$ cat config.mk
export PLATFORM = sky130hd
export DESIGN_NAME = ps2_receiver
export DESIGN_NICKNAME = d
export VERILOG_FILES = /design/src/rtl/ps2_receiver_pkg.sv /design/src/rtl/ps2_receiver_line_filter.sv /design/src/rtl/ps2_receiver.sv
export SDC_FILE = /design/constraint.sdc
export NUM_CORES = 1
export LEC_CHECK = 0
export CAP_MARGIN = 20
export CORE_MARGIN = 2
export CORE_UTILIZATION = 49
export CTS_CLUSTER_SIZE = 8
export DETAILED_ROUTE_END_ITERATION = 10
export PLACE_DENSITY = 0.69
export SETUP_SLACK_MARGIN = 0.1
export SYNTH_ARGS = -nofsm -noshare
export SYNTH_HDL_FRONTEND = slang
export SYNTH_SLANG_ARGS = --single-unit
$ cat constraint.sdc
create_clock -name i_clk -period 2.7 [get_ports i_clk]
set_input_delay 0.54 -clock i_clk [delete_from_list [all_inputs] [get_ports i_clk]]
set_output_delay 0.54 -clock i_clk [all_outputs]
set_load 0.02 [all_outputs]
$ cat src/rtl/ps2_receiver_pkg.sv
// Shared types and constants for the PS/2 receive path.
// Error codes and state encoding are reused by the future host transmitter.
package ps2_receiver_pkg;

  typedef enum logic [1:0] {
    ST_IDLE   = 2'd0,
    ST_DATA   = 2'd1,
    ST_PARITY = 2'd2,
    ST_STOP   = 2'd3
  } rx_state_t;

  localparam logic [1:0] PS2_ERR_NONE    = 2'd0;
  localparam logic [1:0] PS2_ERR_PARITY  = 2'd1;
  localparam logic [1:0] PS2_ERR_STOP    = 2'd2;
  localparam logic [1:0] PS2_ERR_TIMEOUT = 2'd3;

  // Odd parity over data plus parity bit: an odd count of ones is good.
  function automatic logic odd_parity_ok(input logic [7:0] data, input logic par);
    return ^{data, par};
  endfunction

endpackage

$ cat src/rtl/ps2_receiver_line_filter.sv
// Two-flop synchroniser plus stability filter for one open-collector PS/2 line.
// Flops preset to 1 so leaving reset on an idle bus never looks like a falling edge.
module ps2_receiver_line_filter #(
  parameter int unsigned FILT_LEN = 8
) (
  input  logic i_clk,
  input  logic i_rst_n,
  input  logic i_line,
  output logic o_filt
);

  localparam int unsigned CW = (FILT_LEN < 2) ? 1 : $clog2(FILT_LEN);

  logic [1:0]    r_sync;
  logic [CW-1:0] r_cnt;
  logic          r_filt;

  // The filtered value moves only after FILT_LEN consecutive differing cycles.
  always_ff @(posedge i_clk or negedge i_rst_n) begin
    if (!i_rst_n) begin
      r_sync <= 2'b11;
      r_cnt  <= '0;
      r_filt <= 1'b1;
    end else begin
      r_sync <= {r_sync[0], i_line};
      if (r_sync[1] != r_filt) begin
        if (r_cnt == CW'(FILT_LEN - 1)) begin
          r_filt <= r_sync[1];
          r_cnt  <= '0;
        end else begin
          r_cnt <= r_cnt + CW'(1);
        end
      end else begin
        r_cnt <= '0;
      end
    end
  end

  assign o_filt = r_filt;

endmodule

$ cat src/rtl/ps2_receiver.sv
// PS/2 device->host receiver: deframes 11-bit frames, checks parity/stop, and
// aborts frames whose clock stalls. Listen-only; never drives the bus.
//
//   state     | meaning
//   ----------+-----------------------------------------------
//   ST_IDLE   | waiting for a clock fall with data low (start)
//   ST_DATA   | shifting in 8 data bits, LSB first
//   ST_PARITY | next fall samples the parity bit
//   ST_STOP   | next fall samples the stop bit, emits byte/error
module ps2_receiver
  import ps2_receiver_pkg::*;
#(
  parameter int unsigned FILT_LEN      = 8,
  parameter int unsigned TIMEOUT_TICKS = 34
) (
  input  logic       i_clk,
  input  logic       i_rst_n,
  input  logic       i_sixus,
  input  logic       i_ps2_clk_in,
  input  logic       i_ps2_dat_in,
  output logic [7:0] o_rx_dat,
  output logic       o_rx_stb,
  output logic       o_rx_err,
  output logic [1:0] o_rx_err_code
);

  logic w_filt_clk;
  logic w_filt_dat;
  logic w_fall;

  ps2_receiver_line_filter #(.FILT_LEN(FILT_LEN)) u_filt_clk (
    .i_clk   (i_clk),
    .i_rst_n (i_rst_n),
    .i_line  (i_ps2_clk_in),
    .o_filt  (w_filt_clk)
  );

  ps2_receiver_line_filter #(.FILT_LEN(FILT_LEN)) u_filt_dat (
    .i_clk   (i_clk),
    .i_rst_n (i_rst_n),
    .i_line  (i_ps2_dat_in),
    .o_filt  (w_filt_dat)
  );

  rx_state_t  r_state,  w_state_nxt;
  logic       r_clk_prev;
  logic [2:0] r_bitcnt, w_bitcnt_nxt;
  logic [7:0] r_shift,  w_shift_nxt;
  logic       r_par,    w_par_nxt;
  logic [5:0] r_tmo,    w_tmo_nxt;
  logic [7:0] r_rx_dat, w_rx_dat_nxt;
  logic       r_rx_stb, w_rx_stb_nxt;
  logic       r_rx_err, w_rx_err_nxt;
  logic [1:0] r_code,   w_code_nxt;

  assign w_fall = r_clk_prev & ~w_filt_clk;

  always_ff @(posedge i_clk or negedge i_rst_n) begin
    if (!i_rst_n) begin
      r_state    <= ST_IDLE;
      r_clk_prev <= 1'b1;
      r_bitcnt   <= '0;
      r_shift    <= '0;
      r_par      <= 1'b0;
      r_tmo      <= '0;
      r_rx_dat   <= '0;
      r_rx_stb   <= 1'b0;
      r_rx_err   <= 1'b0;
      r_code     <= PS2_ERR_NONE;
    end else begin
      r_state    <= w_state_nxt;
      r_clk_prev <= w_filt_clk;
      r_bitcnt   <= w_bitcnt_nxt;
      r_shift    <= w_shift_nxt;
      r_par      <= w_par_nxt;
      r_tmo      <= w_tmo_nxt;
      r_rx_dat   <= w_rx_dat_nxt;
      r_rx_stb   <= w_rx_stb_nxt;
      r_rx_err   <= w_rx_err_nxt;
      r_code     <= w_code_nxt;
    end
  end

  always_comb begin
    w_state_nxt  = r_state;
    w_bitcnt_nxt = r_bitcnt;
    w_shift_nxt  = r_shift;
    w_par_nxt    = r_par;
    w_tmo_nxt    = (r_state == ST_IDLE) ? 6'd0 : r_tmo;
    w_rx_dat_nxt = r_rx_dat;
    w_rx_stb_nxt = 1'b0;
    w_rx_err_nxt = 1'b0;
    w_code_nxt   = r_code;

    // A clock fall takes priority over a coincident timeout tick.
    if (w_fall) begin
      w_tmo_nxt = 6'd0;
      unique case (r_state)
        ST_IDLE: begin
          if (!w_filt_dat) begin
            w_state_nxt  = ST_DATA;
            w_bitcnt_nxt = 3'd0;
          end
        end
        ST_DATA: begin
          w_shift_nxt  = {w_filt_dat, r_shift[7:1]};
          w_bitcnt_nxt = r_bitcnt + 3'd1;
          if (r_bitcnt == 3'd7) w_state_nxt = ST_PARITY;
        end
        ST_PARITY: begin
          w_par_nxt   = w_filt_dat;
          w_state_nxt = ST_STOP;
        end
        ST_STOP: begin
          w_state_nxt = ST_IDLE;
          if (!w_filt_dat) begin
            w_rx_err_nxt = 1'b1;
            w_code_nxt   = PS2_ERR_STOP;
          end else if (odd_parity_ok(r_shift, r_par)) begin
            w_rx_stb_nxt = 1'b1;
            w_rx_dat_nxt = r_shift;
          end else begin
            w_rx_err_nxt = 1'b1;
            w_code_nxt   = PS2_ERR_PARITY;
          end
        end
        default: w_state_nxt = ST_IDLE;
      endcase
    end else if (i_sixus && (r_state != ST_IDLE)) begin
      if (r_tmo == 6'(TIMEOUT_TICKS - 1)) begin
        w_tmo_nxt    = 6'd0;
        w_state_nxt  = ST_IDLE;
        w_rx_err_nxt = 1'b1;
        w_code_nxt   = PS2_ERR_TIMEOUT;
      end else begin
        w_tmo_nxt = r_tmo + 6'd1;
      end
    end
  end

  assign o_rx_dat      = r_rx_dat;
  assign o_rx_stb      = r_rx_stb;
  assign o_rx_err      = r_rx_err;
  assign o_rx_err_code = r_code;

endmodule

==> deck_impl_summary.md, run 1 <==
Synthesis and Place & Route Summary

Worst setup path
  • CP required: approximately 2.9 ns
  • Cell seen most often among critical-path stages: sky130_fd_sc_hd__xnor2_1
  • Arrival time at the worst endpoint: 2.23 ns
  • Slowest Stage Delay on Critical Path: ~0.43 ns
  • Standard cell with the maximum stage delay on the critical path: sky130_fd_sc_hd__dfrtp_1
  • Worst-case register-to-register setup slack: about 0.66 ns
  • Launch point of the worst reg-to-reg path: r_shift[1]

Clock network
  • Hold-fix buffers, CTS: 0
  • Worst skew pair latency: a little under 0.3 ns
  • Clock input transition at the sequential cells of the worst setup and hold paths: 0.08 ns
  • CTS tree: built
  • Max Root-Sink Buffers: 2

Floorplan
  • Horizontal die dimension: 68.8 um
  • Chip area: approximately 4700 um2
  • Area inside the core boundary: 4030 um2
  • Number of cell rows: 23
  • Die outline height: around 70 um
  • Fraction of the core area occupied by cells at floorplan: 0.511
  • Well-tap cell count: 50

STA
  • Transition time at the pin with the least slew margin: 0.566 ns
  • Period utilization: 0.757
  • Final worst path period need: 2.04 ns
  • Clock Skew: between 0.005 and 0.006 ns
  • Max-slew violation total from the final report: 0

Pwr
  • Clock power share: 0.215
  • Maximum ir drop on the vdd rail: a little over 0.5 mV
  • Power share of the sequential group: 0.495
  • Power group with the largest share: registers
  • Combinational group power: between 0.0005 and 0.0006 W

Synthesis
  • Summed standard-cell area reported by yosys: ~2000 um2
  • Most frequently used flop master after synthesis: sky130_fd_sc_hd__dfrtp_1
  • Area leader share: 0.462
  • Post-synth EDFFs: 0
  • Combined area of all synthesized cells: 2060 um2
  • Basic Gates by Area: 0.103
  • Xor+xnor area frac: 0.0578
  • Largest cells by area after synthesis: sky130_fd_sc_hd__dfrtp_1 (46%), sky130_fd_sc_hd__dfstp_2 (8.9%), sky130_fd_sc_hd__ha_1 (7.3%)
  • Yosys top cell by area: sky130_fd_sc_hd__dfrtp_1
  • Fraction of the mapped netlist area in adder cells: 0.0729
  • Main combinational cell family by area after synthesis: multiplexers
  • Total cells reported by yosys after synthesis: 165

Cells and area
  • Seq area share: 0.479
  • Register Area: 1130 um2
  • Fill cell instance count of the final layout: between 300 and 400
  • Plain + repair buffers: 18
  • Number of antenna cells inserted: 0
  • Tally of clock buffers in the finished layout: 5
  • Area of the multi-input gates: approximately 900 um2
  • Most frequent logic cells in the routed design: sky130_fd_sc_hd__dfrtp_1 (38), sky130_fd_sc_hd__clkdlybuf4s50_1 (15), sky130_fd_sc_hd__o21ai_0 (14)
  • Final net count: roughly 200
  • Multi-input logic portion of the cell area: 0.370
  • Non-clock inverter count in the final layout: 5
  • Area share of buffers outside the clock network: 0.0802

Run
  • Stage-log warning count: 30
  • Max_cap viols: 0

Routing
  • Wire length reported by the detailed router: 3.50 mm
  • Initial DRC count: roughly 44
  • Via/cell ratio: between 5 and 6
  • First-pass iteration count of the detailed router: 4
  • Antenna violation net count after detailed routing: 0

Place
  • Number of port buffers: 16

Global route
  • Global route total overflow: 0
  • Global Route Usage Sum: 0.168
  • Maximum number of pins on one net before global-route repair: around 46

Min path
  • Path category of the worst min-delay check: input port to asynchronous set/reset pin

Status
  • Result of the run: finished, final reports clean
## run 1: per-stage QoR
stage	power [W]	utilization	setup slack, ns	instance area (um2)	instances
2_1_floorplan	0.00129	-	0.787	2060	165
4_1_cts	0.00187	0.582	0.655	2340	235
5_1_grt	0.00200	0.589	0.599	2370	236
3_5_place_dp	0.00147	0.560	0.669	2260	227
6_report	0.00186	0.589	0.655	2370	236
3_3_place_gp	0.00142	0.560	0.714	2260	227
## run 1: layer usage
metal  vias up  share of wire  track usage
met3         4          0.030       0.0390
met1       656           0.45        0.215
met4         0         0.0086       0.0588
li1        613              -            -
met2        20           0.51        0.281
met5         -              0            0
## run 1: worst max-delay path: cells and delay by family (launching register included)
family           cells  cell delay [ns]
XOR/XNOR             3             0.91
flip-flops           1             0.43
multiplexers         1             0.31
AND/OR/NAND/NOR      1             0.28
run_1/m3.png
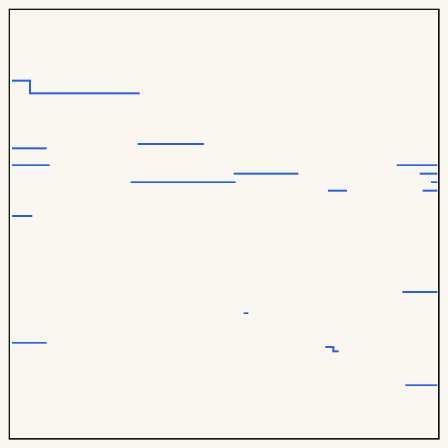
longest straight run = 17.5 um
main direction = horizontal
wire length on this layer = 106 um
share of all routed wire = 3.0%
nets with wire on the layer = 14

run_1/pinout.png
Pins as bars across the die edge, other pins in grey.
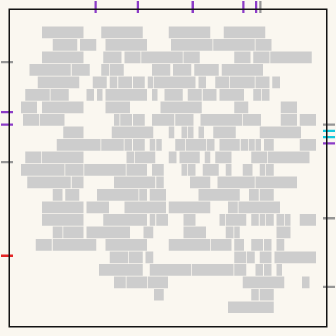
red -> i_ps2_clk_in  # pins 1, direction input, edge west
purple -> o_rx_dat  # pins 8, direction output, edge 5 north, 2 west, 1 east
cyan -> o_rx_err_code  # pins 2, direction output, edge east
all pins by edge = 6 east, 6 north, 5 west

run_1/ff_map.png
Other sequential cells in the stronger grey, the rest of the logic in the fainter grey.
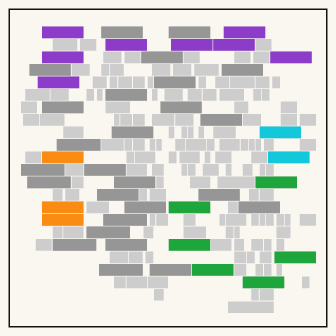
purple -> o_rx_dat  # sequential cells 8
green -> r_tmo  # sequential cells 6
cyan -> o_rx_err_code  # sequential cells 2
orange -> u_filt_dat.r_cnt  # sequential cells 3
not coloured = 26

run_1/congestion_map.png
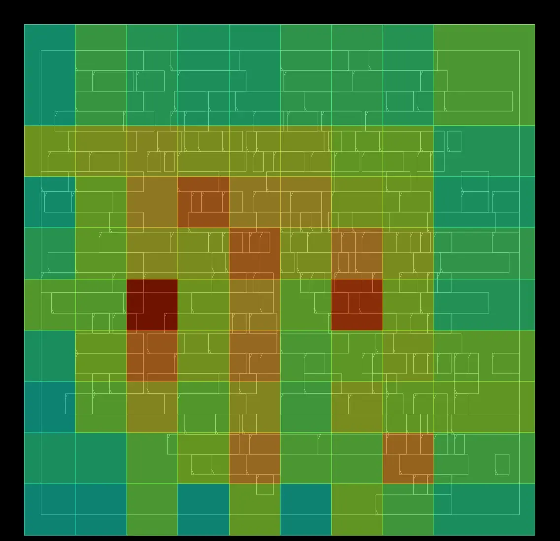

==> run 2, diff against run 1 <==
--- a/config.mk
+++ b/config.mk
@@ -10,7 +10,7 @@
 export CORE_UTILIZATION = 49
 export CTS_CLUSTER_SIZE = 8
 export DETAILED_ROUTE_END_ITERATION = 10
-export PLACE_DENSITY = 0.69
+export PLACE_DENSITY = 0.72
 export SETUP_SLACK_MARGIN = 0.1
 export SYNTH_ARGS = -nofsm -noshare
 export SYNTH_HDL_FRONTEND = slang
==> constraint.sdc (replaced) <==
create_clock -name i_clk -period 1.65 [get_ports i_clk]
set_input_delay 0.33 -clock i_clk [delete_from_list [all_inputs] [get_ports i_clk]]
set_output_delay 0.33 -clock i_clk [all_outputs]
set_load 0.02 [all_outputs]
run_2/congestion_map.png
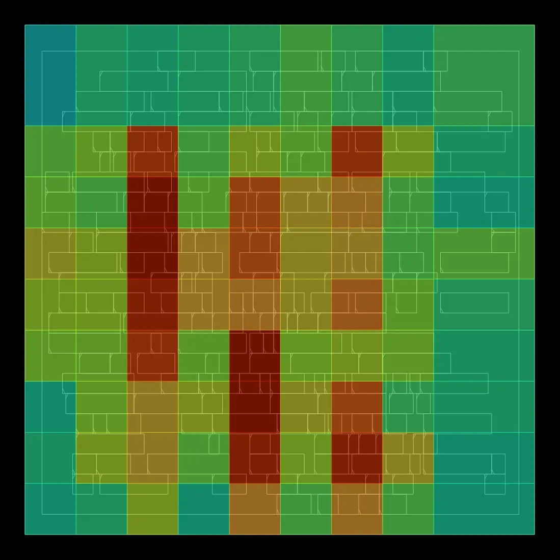
GR Layer Usage met3: 0.0487
global-route layer with the greatest usage: met2

==> deck_impl_summary.md, run 2 <==
Synthesis and Place & Route Summary

Cells and area
  • Fill cell instance count of the final layout: 307
  • Number of antenna cells inserted: 0
  • Register Area: between 1000 and 1500 um2
  • Finished Cell Area: 2730 um2
  • Count of placed standard cells in the final layout, fillers left out: ~260
  • Utilization of the core after routing: 0.678
  • Final net count: between 200 and 250
  • Most frequent logic cells in the routed design: sky130_fd_sc_hd__dfrtp_1 (38), sky130_fd_sc_hd__buf_4 (25), sky130_fd_sc_hd__nand2_1 (12), sky130_fd_sc_hd__dlygate4sd2_1 (12)
  • Area of the multi-input gates: around 1000 um2

Synthesis
  • Basic Gates by Area: 0.103
  • Yosys top cell by area: sky130_fd_sc_hd__dfrtp_1
  • Total cells reported by yosys after synthesis: 165
  • Area leader share: 0.462
  • Xor+xnor area frac: 0.0578
  • Largest cells by area after synthesis: sky130_fd_sc_hd__dfrtp_1 (46%), sky130_fd_sc_hd__dfstp_2 (8.9%), sky130_fd_sc_hd__ha_1 (7.3%)
  • Post-synth EDFFs: 0
  • Main combinational cell family by area after synthesis: multiplexers
  • Top cells by count, synth: sky130_fd_sc_hd__dfrtp_1 (38), sky130_fd_sc_hd__o21ai_0 (14), sky130_fd_sc_hd__ha_1 (12), sky130_fd_sc_hd__nand2_1 (12), sky130_fd_sc_hd__mux2_2 (9)
  • Most frequently used flop master after synthesis: sky130_fd_sc_hd__dfrtp_1
  • Summed standard-cell area reported by yosys: between 2000 and 2500 um2
  • Fraction of the mapped netlist area in adder cells: 0.0729

Routing
  • Antenna violation net count after detailed routing: 0
  • First-pass iteration count of the detailed router: 4
  • Topmost layer with routed signal wires: met4
  • DRT met1 WL: roughly 1.7 mm
  • Met2 wire len: about 2.3 mm
  • Initial DRC count: 44
  • Wire length reported by the detailed router: about 4.2 mm

Place
  • Placed Instance Area: roughly 2400 um2
  • Post-place setup slack: -0.197 ns
  • Number of placed cells counting well taps: around 250
  • Number of port buffers: 16

Global route
  • Global route total overflow: 0
  • Global Route Usage Sum: 0.191

Floorplan
  • Chip area: about 4700 um2
  • Area inside the core boundary: 4030 um2
  • Fraction of the core area occupied by cells at floorplan: 0.511
  • Horizontal die dimension: 68.8 um
  • Die outline height: just under 70 um
  • Number of cell rows: 23

Worst setup path
  • Launch point of the worst reg-to-reg path: r_shift[2]
  • Beginning of the critical path: r_shift[2]
  • Largest delay contributor family on the critical path: XOR/XNOR gates
  • Cell seen most often among critical-path stages: sky130_fd_sc_hd__xnor2_2
  • Standard cell with the maximum stage delay on the critical path: sky130_fd_sc_hd__dfrtp_1
  • Worst-case register-to-register setup slack: -0.17 ns
  • Path length in cells of the critical path: 5
  • Slowest Stage Delay on Critical Path: 0.42 ns
  • CP required: about 1.8 ns

Run
  • Max_cap viols: 0
  • Stage-log warning count: 33

Clock network
  • Hold-fix buffers, CTS: 0
  • Clock input transition at the sequential cells of the worst setup and hold paths: around 0.090 ns
  • Worst skew pair latency: 0.30 ns
  • Max Root-Sink Buffers: 2
  • CTS tree: built

Status
  • Result of the run: finished, violations left
  • Failing checks: setup timing

STA
  • Period utilization: 1.10
  • Final setup violation count: 10
  • Max-slew violation total from the final report: 0
  • Worst Slack Setup Final: -0.169 ns
  • Clock Skew: ~0.015 ns

Pwr
  • Total power of the final layout: about 0.0038 W

Min path
  • Path category of the worst min-delay check: input port to asynchronous set/reset pin
## run 2: routing by layer
metal | global-route usage | up-vias
met4 | 0.0711 | 0
met1 | 0.223 | 724
met5 | 0 | -
li1 | - | 666
met3 | 0.0487 | 13
met2 | 0.337 | 26
## run 2: cell type report
type	count	area share
Sequential cell	45	0.416
Multi-Input combinational cell	110	0.373
Timing Repair Buffer	44	0.132
Clock buffer	5	0.0252
Clock inverter	3	0.0238
Tap cell	50	0.0229
Inverter	5	0.00687
## run 2: power breakdown
part / switching [W] / internal (W)
clock network: 0.000369 / 0.000601
logic: 0.000729 / 0.000677
registers: 0.000126 / 0.00133
total: 0.00123 / 0.00260
## run 2: timing repair
item	4_1_cts	5_1_grt
endpoints found under the setup margin	40	22
gates resized	24	29
pin swaps	6	7
setup buffers	5	2
run_2/m3.png
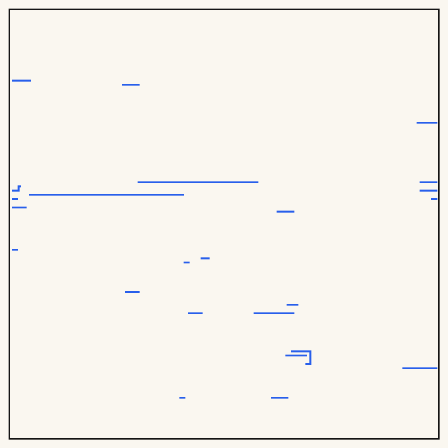

==> run 3, diff against run 2 <==
--- a/config.mk
+++ b/config.mk
@@ -8,6 +8,7 @@
 export CAP_MARGIN = 20
 export CORE_MARGIN = 2
 export CORE_UTILIZATION = 49
+export CTS_BUF_LIST = sky130_fd_sc_hd__clkbuf_16
 export CTS_CLUSTER_SIZE = 8
 export DETAILED_ROUTE_END_ITERATION = 10
 export PLACE_DENSITY = 0.72
run_3/m3.png
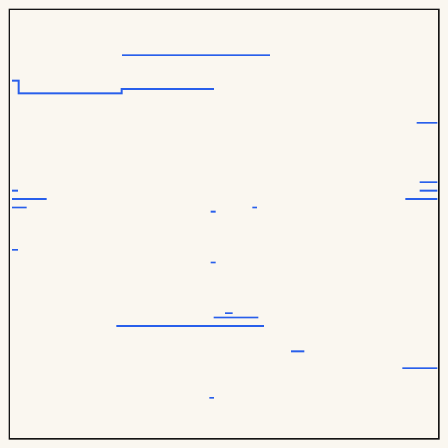
share of all routed wire = 2.9%
longest straight run = 23.5 um
main direction = horizontal
nets with wire on the layer = 15
wire length on this layer = 119 um

==> deck_impl_summary.md, run 3 <==
Synthesis and Place & Route Summary

Status
  • Result of the run: finished, violations left
  • Failing checks: setup timing

Routing
  • Via/cell ratio: approximately 5.4
  • Antenna violation net count after detailed routing: 0
  • DRT met1 WL: roughly 1.7 mm

Worst setup path
  • Worst-case register-to-register setup slack: -0.16 ns
  • Largest delay contributor family on the critical path: XOR/XNOR gates
  • Slowest Stage Delay on Critical Path: 0.41 ns
  • Launch point of the worst reg-to-reg path: r_shift[2]
  • Standard cell with the maximum stage delay on the critical path: sky130_fd_sc_hd__dfrtp_1
  • Buf/Inv on CP: 0
  • Cell seen most often among critical-path stages: sky130_fd_sc_hd__xnor2_2
  • CP required: 1.82 ns

Global route
  • Global Route Usage Sum: 0.199
  • Global-route layer with the greatest usage: met2
  • Global routing met2 resource utilization: 0.339
  • Met1 capacity usage during global routing: 0.240

Synthesis
  • Total cells reported by yosys after synthesis: 165
  • Basic Gates by Area: 0.103
  • Post-synth EDFFs: 0
  • Largest cells by area after synthesis: sky130_fd_sc_hd__dfrtp_1 (46%), sky130_fd_sc_hd__dfstp_2 (8.9%), sky130_fd_sc_hd__ha_1 (7.3%)
  • Main combinational cell family by area after synthesis: multiplexers
  • Area leader share: 0.462
  • Yosys top cell by area: sky130_fd_sc_hd__dfrtp_1

Place
  • Placed Instance Area: roughly 2400 um2

Cells and area
  • Number of antenna cells inserted: 0
  • Tally of clock buffers in the finished layout: 5
  • Register Area: around 1100 um2
  • Seq area share: 0.403
  • Finished Cell Area: approximately 2800 um2
  • Fill cell instance count of the final layout: between 200 and 300
  • Multi-input logic portion of the cell area: 0.361

Clock network
  • CTS tree: built

Floorplan
  • Number of cell rows: 23
  • Chip area: around 4700 um2
  • Horizontal die dimension: about 69 um
  • Fraction of the core area occupied by cells at floorplan: 0.511
  • Well-tap cell count: 50

Pwr
  • Maximum ir drop on the vdd rail: approximately 1.1 mV

STA
  • Transition time at the pin with the least slew margin: around 0.54 ns
  • Final setup violation count: 10
  • Final worst path period need: 1.81 ns
  • Worst Slack Setup Final: -0.164 ns

Min path
  • Path category of the worst min-delay check: input port to asynchronous set/reset pin
## run 3: cell counts after synthesis
Identical to the previous run, type by type.
## run 3: worst min path at each step
stage,to,cells after the start,slack [ns],from
final,r_tmo[0],2,0.12,i_rst_n
after global routing,r_tmo[0],2,0.17,i_rst_n
after CTS,o_rx_dat[5],2,0.14,i_rst_n
after detailed placement,u_filt_clk.r_sync[1],0,0.35,u_filt_clk.r_sync[0]
after global placement,u_filt_dat.r_sync[1],0,0.35,u_filt_dat.r_sync[0]
after floorplan,o_rx_dat[0],0,0.03,i_rst_n
## run 3: report_power, final
part / switching [W] / leakage (nW) / internal (W)
clock network: 0.000402 / 0.0938 / 0.000864
logic: 0.000707 / 0.703 / 0.000670
registers: 0.000125 / 0.581 / 0.00133
total: 0.00123 / 1.38 / 0.00286

==> screenshots <==
Routed metal, one colour a layer.
Only two layers are drawn.
Plate I
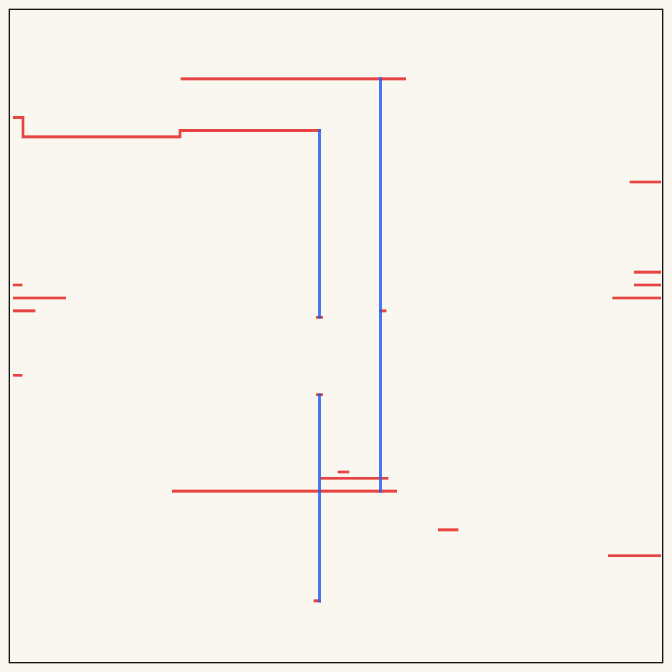
Plate II
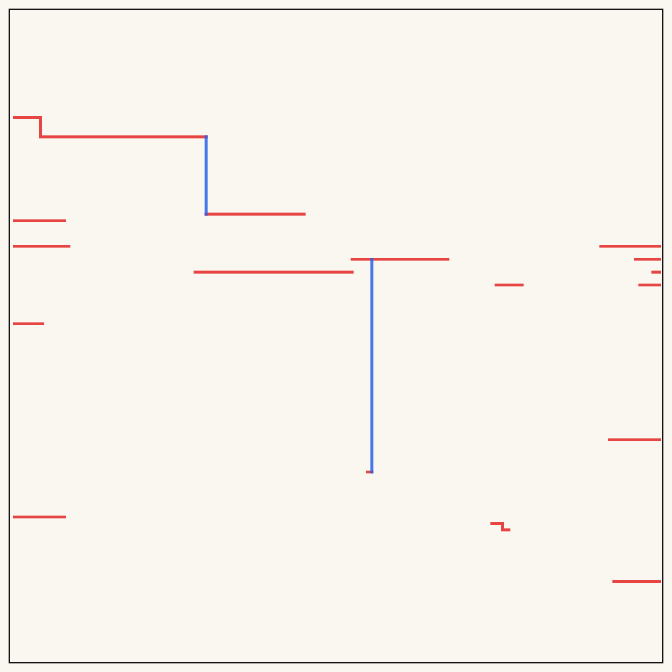
Plate III
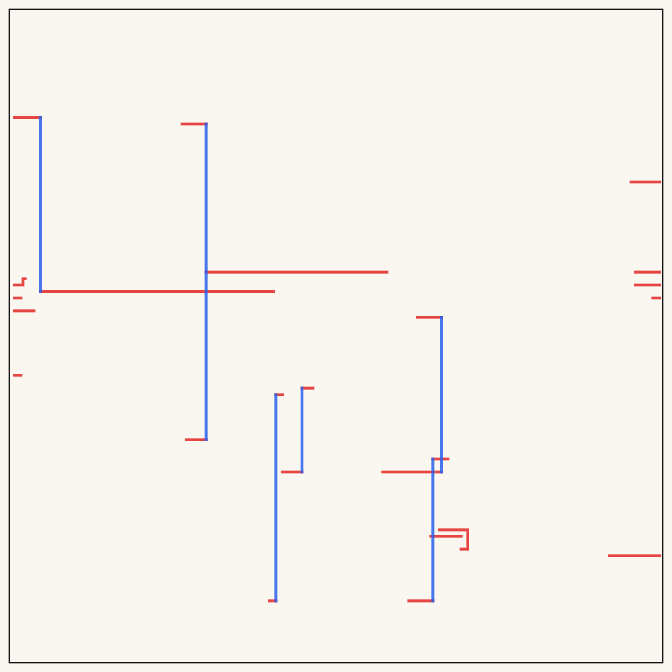
| from | picture |
|---|---|
| run 3 | Plate I |
| run 2 | Plate III |
| run 1 | Plate II |
- least wire: Plate II

Power and IR drop assume default switching activity.
